==> config.mk <==
export PLATFORM = sky130hd
export DESIGN_NAME = icache_linefill_rx
export DESIGN_NICKNAME = d
export VERILOG_FILES = /design/src/rtl/icache_linefill_rx.sv
export SDC_FILE = /design/constraint.sdc
export NUM_CORES = 1
export LEC_CHECK = 0
export ABC_AREA = 1
export CAP_MARGIN = 20
export CORE_AREA = 2 2 332 334
export CTS_CLUSTER_DIAMETER = 100
export DETAILED_ROUTE_END_ITERATION = 10
export DIE_AREA = 0 0 334 336
export PLACE_DENSITY = 0.5
export SYNTH_ARGS = -nofsm -noshare
export SYNTH_HDL_FRONTEND = slang
export SYNTH_SLANG_ARGS = --single-unit
==> constraint.sdc <==
create_clock -name clk -period 2 [get_ports clk]
set_input_delay 0.2 -clock clk [delete_from_list [all_inputs] [get_ports clk]]
set_output_delay 0.2 -clock clk [all_outputs]
set_load 0.02 [all_outputs]
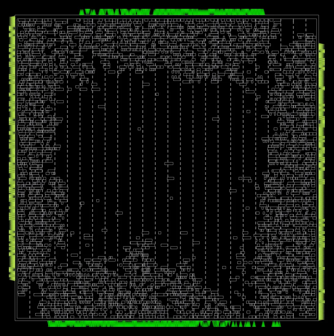
*Cell outlines without signal wires*
Core Area: 108400 sq um
final core utilization: 29.53%
Seq cells: 534
Post-Layout Cell Count: 4751

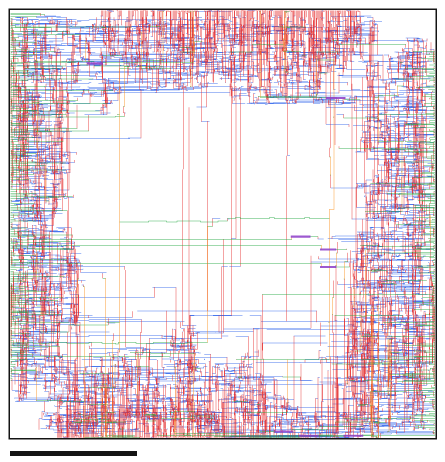
*Wiring by layer*
Scale bar: 100 um.
[blue] met1 | wire length: 37.2 mm
[purple] met5 | wire length: 101 um
[red] met2 | wire length: 42.5 mm
[green] met3 | wire length: 9210 um
[orange] met4 | wire length: 2620 um
routed vias: 19970
gr usage total: 15.59%

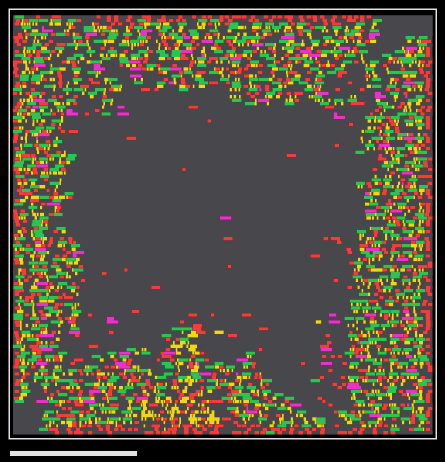
*Placed cells, one color a class*
Scale bar: 100 um. Fill, decap, tap and diode cells in gray.
[green] flip-flops | cells: 534 | share of their area: 35%
[magenta] clock drivers and dummy loads | cells: 111 | share of their area: 7.1%
[red] other buffers and delay cells | cells: 961 | share of their area: 32%
[yellow] all other logic | cells: 1714 | share of their area: 25%
Row Count: 121
sequential share of cell area: 33.41%
final instance area: 32010 sq um

==> reports/qor.yml <==
cts:
  clock_sinks: 534
  cts_max_path_buffers: 3
  hold_buffers: 1
  cts_buffers: 67
  clk_pin_slew_worst_paths_ns: 0.06
  cts_tree: "done"
  ctsResizeCount: 5
  root_buffer: "clkbuf_16"
setup_path:
  cp_max_fo: 2
  worstSetupPathType: "flop to output port"
  reg2reg_slack_ns: 0.32
  cp.required_ns: 1.80
  critPathSlowestCell: "clkdlybuf4s50_1"
  cp-end-kind: "output port"
yosys:
  syn_inst: 2456
  ff_type: "dfxtp_1"
  edf_count: 0
  largest_area_cell: "dfxtp_1"
  logic_family: "simple AND/OR/NAND/NOR gates"
  yosysMostFrequentCell: "nor2_1"
  syn-num-nets: 2777
  common_cells: "nor2_1 (539), dfxtp_1 (534), nand2_1 (297), a21oi_1 (282), nand3_1 (272)"
  synth_async_sr_flop_share_pct: 0
  yosys_warnings: 0
placed_design:
  place_congestion: 0.8420
  hpwl_um: 66820
  port_buffers: 849
  place_area_sq_um: 29820
  dpl.cell_count: 4622
cells_and_area:
  nNonClkBuffers: 961
  layout_top_cell: "clkdlybuf4s50_1"
  drive_gt1_share_pct: 6.777
  syn2layout_area_growth_pct: 65.62
  fillers: 11620
  mi_logic_area_sq_um: 7491
  most-common-layout-cells: "clkdlybuf4s50_1 (842), nor2_1 (539), dfxtp_1 (533)"
  inverters_excl_clock: 29
  clock_area_share_pct: 6.696
  sh_comb_area_pct: 23.40
timing:
  final_hold_viol_count: 0
  fin_crit_sh_pct: 93.86
  setup_tns_ns: 0
  fmaxAchievable_ghz: 0.5327
  rsz0062_at_grt: "no"
  tightest_slew_ns: 0.9807
power_and_ir_drop:
  leakage_nw: 11.68
  power.total_mw: 27.42
  powerClk_mw: 12.0
  seq_power_share_pct: 41.5
  pg_comb_mw: 4.08
  p_per_area_nw_per_um2: 856.6
  intPower_mw: 20.03
outcome:
  status: "finished clean"
route:
  drtAntennaViolNets: 0
  dr_wl_met3_um: 9206
  met2_length_um: 42500
  drt_wl_total_um: 91640
grt:
  use_met3_pct: 6.655
  grt-ovfl-total: 0
min_path:
  hold_path.class: "input port to flop"
flow_run:
  tool_warnings: 29
floorplan:
  die_y_um: 336
  fp_util_pct: 17.83
